`src/rtl/reg_bank_4x16.sv`:
```
// reg_bank_4x16: four-register datapath bank (R0-R3) with single-cycle
// LOAD/MOVE/INC/DEC/ADD/CLR/SWAP ops and registered carry/zero flags.
// R0-R3 are exposed directly on a-d so a downstream source mux can tap them.
module reg_bank_4x16 #(
    parameter int unsigned      WIDTH     = 16,
    parameter logic [WIDTH-1:0] RESET_VAL = '0
) (
    input  logic             clk,
    input  logic             rst,
    input  logic [2:0]       op,
    input  logic [1:0]       dst,
    input  logic [1:0]       src,
    input  logic [WIDTH-1:0] din,
    output logic [WIDTH-1:0] a,
    output logic [WIDTH-1:0] b,
    output logic [WIDTH-1:0] c,
    output logic [WIDTH-1:0] d,
    output logic             carry,
    output logic             zero
);

    typedef enum logic [2:0] {
        OP_NOP  = 3'b000,
        OP_LOAD = 3'b001,
        OP_MOVE = 3'b010,
        OP_INC  = 3'b011,
        OP_DEC  = 3'b100,
        OP_ADD  = 3'b101,
        OP_CLR  = 3'b110,
        OP_SWAP = 3'b111
    } op_e;

    logic [WIDTH-1:0] regs     [4];
    logic [WIDTH-1:0] nxt_regs [4];
    logic             nxt_carry;
    logic             nxt_zero;
    logic [WIDTH-1:0] rd_dst;
    logic [WIDTH-1:0] rd_src;
    logic [WIDTH:0]   add_res;
    logic [WIDTH:0]   sub_res;
    op_e              opc;

    assign opc = op_e'(op);

    // Next-state datapath: all operands come from pre-edge register values,
    // so SWAP and src==dst cases fall out without special handling.
    always_comb begin
        for (int unsigned i = 0; i < 4; i++) begin
            nxt_regs[i] = regs[i];
        end
        nxt_carry = carry;
        nxt_zero  = zero;
        rd_dst    = regs[dst];
        rd_src    = regs[src];
        add_res   = {1'b0, rd_dst} + {1'b0, (opc == OP_ADD) ? rd_src : WIDTH'(1)};
        sub_res   = {1'b0, rd_dst} - {{WIDTH{1'b0}}, 1'b1};
        case (opc)
            OP_LOAD: begin
                nxt_regs[dst] = din;
                nxt_zero      = (din == '0);
            end
            OP_MOVE: begin
                nxt_regs[dst] = rd_src;
                nxt_zero      = (rd_src == '0);
            end
            OP_INC, OP_ADD: begin
                nxt_regs[dst] = add_res[WIDTH-1:0];
                nxt_carry     = add_res[WIDTH];
                nxt_zero      = (add_res[WIDTH-1:0] == '0);
            end
            OP_DEC: begin
                nxt_regs[dst] = sub_res[WIDTH-1:0];
                nxt_carry     = sub_res[WIDTH];
                nxt_zero      = (sub_res[WIDTH-1:0] == '0);
            end
            OP_CLR: begin
                nxt_regs[dst] = '0;
                nxt_zero      = 1'b1;
            end
            OP_SWAP: begin
                nxt_regs[dst] = rd_src;
                nxt_regs[src] = rd_dst;
            end
            default: ;
        endcase
    end

    // State registers: synchronous reset overrides any op on the same edge.
    always_ff @(posedge clk) begin
        if (rst) begin
            for (int unsigned i = 0; i < 4; i++) begin
                regs[i] <= RESET_VAL;
            end
            carry <= 1'b0;
            zero  <= 1'b0;
        end else begin
            for (int unsigned i = 0; i < 4; i++) begin
                regs[i] <= nxt_regs[i];
            end
            carry <= nxt_carry;
            zero  <= nxt_zero;
        end
    end

    assign a = regs[0];
    assign b = regs[1];
    assign c = regs[2];
    assign d = regs[3];

endmodule

```
`config.mk`:
```
export PLATFORM = sky130hd
export DESIGN_NAME = reg_bank_4x16
export DESIGN_NICKNAME = d
export VERILOG_FILES = /design/src/rtl/reg_bank_4x16.sv
export SDC_FILE = /design/constraint.sdc
export NUM_CORES = 1
export LEC_CHECK = 0
export CAP_MARGIN = 20
export CORE_ASPECT_RATIO = 0.9
export CORE_MARGIN = 8
export CORE_UTILIZATION = 40
export CTS_CLUSTER_SIZE = 20
export DETAILED_ROUTE_END_ITERATION = 8
export SLEW_MARGIN = 20
export SYNTH_ARGS = -nofsm -noshare
export SYNTH_HDL_FRONTEND = slang
export SYNTH_SLANG_ARGS = --single-unit
```
`constraint.sdc`:
```
create_clock -name clk -period 7.6 [get_ports clk]
set_input_delay 1.52 -clock clk [delete_from_list [all_inputs] [get_ports clk]]
set_output_delay 1.52 -clock clk [all_outputs]
set_load 0.005 [all_outputs]
```
==> reports/qor.txt, run 1 <==
outcome: completed
Synth Area per Inst: 7.14 µm²
clock buffer count: 10
root buffer cell: clkbuf_16
clk_lat worst skew: 0.37 ns
internal power: 0.894 mW
yosys simple share: 22.0%
drt pass-1 iters: 8
comb area leader: AND-OR/OR-AND gates
Seq/total area: 14.1%
Via density: 7.57
DR iter-0 viols: 2025
placed cell area: 0.00909 mm²
minimum clock period: 6.41 ns
GPL Wtd Cong: 1.01
FF/Latch Area: 0.00132 mm²
core area: 0.0198 mm²
logic share of the area: 66.7%
largest power group: combinational cells
combinational power: 0.712 mW
final count of negative-setup-slack endpoints: 0
area leader, netlist: dfxtp_1
Non-CTS buffers: 123
Clock Power Share: 27.9%
Combinational Area: 0.00626 mm²
routed len/inst: 30.6 µm
critical path startpoint: src[0]
CTS tree: built
Area leader share: 16.5%
Fin Hold WS: 0.521 ns
crit path buf inv count: 1
Tapcells: 255
area of all placed cells without fillers: 0.00938 mm²
clk buf depth: 2
Final nets: 1199
# diodes: 0
Max rail drop VDD: 0.000110 V
via count: 10708
top cells by count: o21ai_0, a21oi_1, nor2_1, nand2_1, clkbuf_1
endpoint class of the critical path: flop
biggest area cells: dfxtp_1, mux4_2, o21ai_0, a21oi_1, nor2_1
ANT nets after route: 0
clk_skew: 0.00925 ns
fin worst setup slack: 1.19 ns
count of non-CTS inverters in the layout: 14
cell row count: 49
largest net degree at the start of global routing: 56
critical path depth in cells: 12
count of unique library cells instantiated by Yosys: 79
synthesized instance count: 1122
GR met1 Demand/Resource: 44.8%
global-route wire length before repair: 63200 µm
met2 usage: 47.5%
initial antenna violation count: 0
Setup Buffers After CTS: 0
global-route usage over all layers: 34.1%
met3 wire length: 6940 µm
worst reg-to-reg setup slack: 3.07 ns
met2 routed wirelength: 17200 µm
count of library flops with an enable pin: 0
drt drc: 0
CP max stage cell: clkdlybuf4s50_1
Floorplan Nets: 1165
HP Class: reg2reg
Area Growth Syn to Fin: 17.1%
die height: 150 µm
Registers, synthesis: 66
fin. max-slew vios: 0
crit-path max FO: 12
xor+xnor area frac: 2.84%
Slew @ Worst Pin: 1.26 ns
sequential share of the synthesized area: 16.5%
total sequential power: 0.430 mW
RSZ-0062 raised after global routing: no
vias in the first global route: 9731
fin crit share: 84.3%
Die W: 165 µm
Sink Count: 66
most instantiated logic cells after routing: o21ai_0, a21oi_1, nor2_1
H-tree level count: 3
ClkCell Share: 3.04%
Synth Cell Area: 0.00801 mm²
Worst slew margin: 15.9%
Dominant flop cell: dfxtp_1
crit-path cells: clkdlybuf4s50_1 > mux4_2 > and2_1 > ha_1 > nand2_1 > a2111oi_0 > nand2_1 > o2111a_1 > or3b_2 > a31oi_1 > o32ai_1 > a211oi_1
Max Used Layer: met4
total grt overflow: 0
final core occ: 47.4%
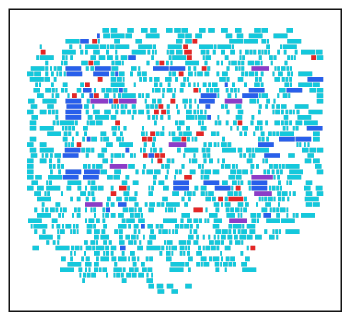
*Sizing map, run 1*
Scale: 2 px per µm.
- x6 and larger: purple (cells 10)
- x1 and smaller: cyan (cells 1057)
- x2: blue (cells 52)
- x3 and x4: red (cells 41)

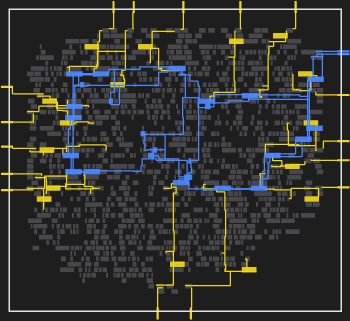
*Nets reached from selected ports, run 1*
Scale: 2 px per µm.
- dst: blue (direction input; edge east; end cells 25; buffers 4; wire 927 µm)
- c: yellow (direction output; edge 5 north, 5 west, 4 east, 2 south; end cells 16; buffers 16; wire 1110 µm)

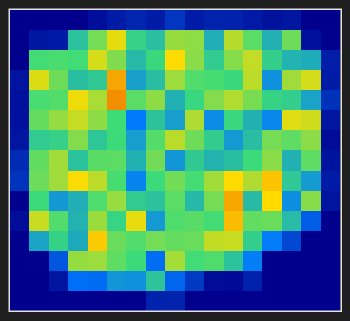
*Placement density heat map, run 1*
Scale: 2 px per µm. 17 x 15 tiles, from dark blue (low) to red (high), 0 to 100% covered.
- mean over tiles: 37%
- tiles over 75% full: 3.1%
- fullest tile: 84%
- emptiest ninth of the die: south-east

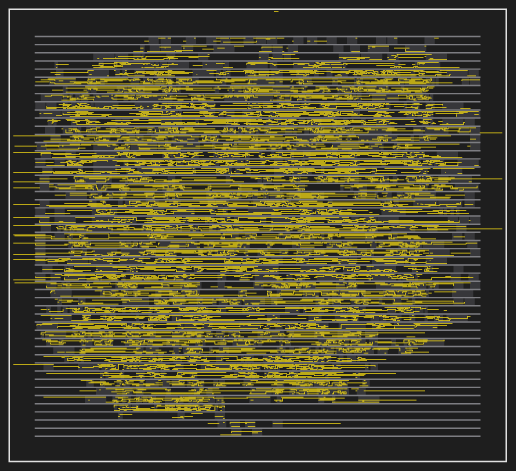
*M1 wires, run 1*
Scale: 3 px per µm. Supply wires on this layer in gray. Cells faint in the background.
- share of all routed wire: 38%
- main direction: horizontal
- nets with wire on the layer: 1103
- wire length on this layer: 16300 µm
- longest straight run: 48.3 µm

### Cell placement, run 1

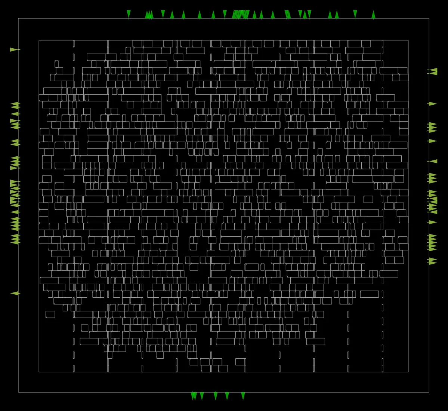

==> run 2, diff against run 1 <==
clock period = 5.76 ns   (was 7.6 ns; I/O delays follow)
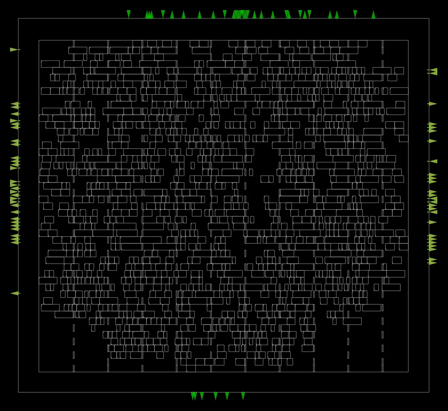
*Cell placement, run 2*
cell row count: 49
FF+latch count: 66
core area: 0.0198 mm²

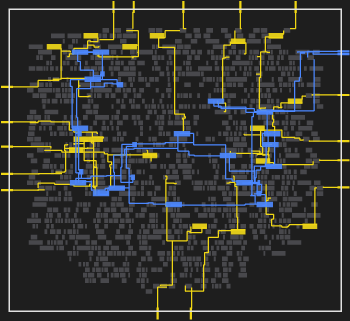
*Nets reached from selected ports, run 2*
Scale: 2 px per µm.
- c: yellow (direction output; edge 5 north, 5 west, 4 east, 2 south; end cells 16; buffers 16; wire 1290 µm)
- dst: blue (direction input; edge east; end cells 25; buffers 5; wire 967 µm)

==> reports/qor.txt, run 2 <==
outcome: completed
HP Class: reg2reg
count leader, synth: o21ai_0
total sequential power: 0.570 mW (+33%)
global-route wire length before repair: 65100 µm (+3.0%)
Die ar.: 0.0248 mm²
Final nets: 1229 (+2.5%)
Reg clk slew, reported paths: 0.06 ns
logic share of the area: 65.0% (-1.7 points)
register share of total power: 26.9%
PwrDens: 221 mW/mm²
sw power: 0.919 mW
Clk power: 0.585 mW
ClkCell Share: 2.99% (-0.049 points)
IO buf count: 90
MUX area fraction: 9.90%
gr busiest metal: met2
Final Total Pwr: 2.12 mW
CTS resizes: 0
total grt overflow: 0 (unchanged)
I/O pin count: 91
Hold Path Stages: 2
yosys simple share: 22.0% (unchanged)
drt pass-1 iters: 8 (unchanged)
yosys adder share: 2.90%
Slew @ Worst Pin: 1.25 ns (-0.00496 ns)
RSZ-0062 raised after global routing: no
fin. max-slew vios: 0 (unchanged)
Synth Area per Inst: 7.14 µm² (unchanged)
GR met1 Demand/Resource: 45.6% (+0.73 points)
crit path buf inv count: 3 (+2)
comb area leader: AND-OR/OR-AND gates
CTS Hold Bufs: 0
# diodes: 0 (unchanged)
critical path class: in2reg
initial antenna violation count: 0 (unchanged)
Die W: 165 µm (unchanged)
Synth Cell Area: 0.00801 mm² (unchanged)
final count of negative-setup-slack endpoints: 0 (unchanged)
clk_skew: 0.00723 ns (-0.00202 ns)
die height: 150 µm (unchanged)
met2 usage: 48.7% (+1.2 points)
Area leader share: 16.5% (unchanged)
largest net degree at the start of global routing: 53 (-5.4%)
fin worst setup slack: 0.212 ns (-0.979 ns)
CP max stage cell: clkdlybuf4s50_1
cts bufs inserted: 9
Area Growth Syn to Fin: 20.1%
largest power group: combinational cells
clk buf depth: 2 (unchanged)
CP peak stage delay: 0.77 ns
routed len/inst: 30.9 µm (+0.99%)
Via density: 7.55 (-0.24%)
count of non-CTS inverters in the layout: 14 (unchanged)
Dominant flop cell: dfxtp_1
fraction of layout cells with a size suffix above 1: 11.1%
synthesized instance count: 1122 (unchanged)
DR iter-0 viols: 1695 (-16%)
GPL Wtd Cong: 1.06 (+4.5%)
clock buffer count: 11 (+1)
area of all placed cells without fillers: 0.00962 mm² (+2.5%)
placed insts: 1430
Non-CTS buffers: 153 (+24%)
most frequent logic cell in the layout: o21ai_0
multi-input logic cell count: 942
minimum clock period: 5.55 ns
biggest area cells: dfxtp_1, mux4_2, o21ai_0, a21oi_1, nor2_1
setup TNS: 0 ns
Post-Route WL: 44600 µm
Clock Power Share: 27.5% (-0.4 points)
M1 wire length: 16500 µm
family with the most delay on the worst path: AND-OR/OR-AND gates
R2R cell count: 13
Seq/total area: 13.7% (-0.35 points)
count of library flops with an enable pin: 0 (unchanged)
global-route usage over all layers: 35.1% (+0.91 points)
Sink Count: 66 (unchanged)
final hold vios: 0
Worst EP required: 6.02 ns
Ys Warns: 0
Layout Cells excl Fill: 1446
Leak: 3.41 nW
placed cell area: 0.00933 mm² (+2.6%)
switching fraction of total power: 43.3%
final core occ: 48.6% (+1.2 points)
most instantiated logic cells after routing: o21ai_0, a21oi_1, nor2_1
Floorplan Nets: 1165 (unchanged)
global routing usage on met3: 13.5%
met2 routed wirelength: 17900 µm (+3.9%)
count of unique library cells instantiated by Yosys: 79 (unchanged)
critical path startpoint: src[1]
via count: 10916 (+1.9%)
FF/Latch Area: 0.00132 mm² (unchanged)
Setup Buffers After CTS: 0 (unchanged)
worst reg-to-reg setup slack: 1.48 ns (-1.59 ns)
fp_density: 40.5%
Combinational Area: 0.00626 mm² (about the same)
fin crit share: 96.3%
ANT nets after route: 0 (unchanged)
Max Used Layer: met4
Logic pwr share: 45.6%
internal power: 1.20 mW (+35%)
Setup WS pre-CTS: 0.00964 ns
Worst slew margin: 16.3% (+0.40 points)
Startpoint Class: input port
Tapcells: 255 (unchanged)
Worst EP arrival: 5.81 ns
tool warnings: 27
endpoint class of the critical path: flop
vias in the first global route: 9940 (+2.1%)
sequential share of the synthesized area: 16.5% (unchanged)
xor+xnor area frac: 2.84% (unchanged)
crit-path cells: clkdlybuf4s50_1 > mux4_2 > and2_1 > ha_1 > o21ai_0 > a2111oi_0 > buf_4 > nand2_1 > o2111a_1 > or3b_2 > a31oi_2 > buf_4 > o32ai_1 > a211oi_1
synthesis area per yosys: 0.00801 mm²
crit-path max FO: 6 (-6)
Non-Clock Buffer Area Fraction: 14.4%
Fin Hold WS: 0.538 ns (+0.0173 ns)
dominant kind of cell: combinational gates
clk_lat worst skew: 0.36 ns (about the same)
CTS tree: built
critical path depth in cells: 14 (+2)
Registers, synthesis: 66 (unchanged)
Synth async-reset ratio: 0%
ys cells: 1122
fmax: 180 MHz
ao+oa area frac: 40.2%
top cells by count: o21ai_0, a21oi_1, nor2_1, nand2_1, clkbuf_1
root buffer cell: clkbuf_16
Max rail drop VDD: 0.000130 V (+18%)
fillcell total: 2029
DPL Wire Length: 31100 µm
H-tree level count: 3 (unchanged)
combinational power: 0.968 mW (+36%)
drt drc: 0 (unchanged)
met3 wire length: 7340 µm (+5.7%)
most frequent CP cell: buf_4
area leader, netlist: dfxtp_1
Power is estimated from default activity; no workload was simulated.
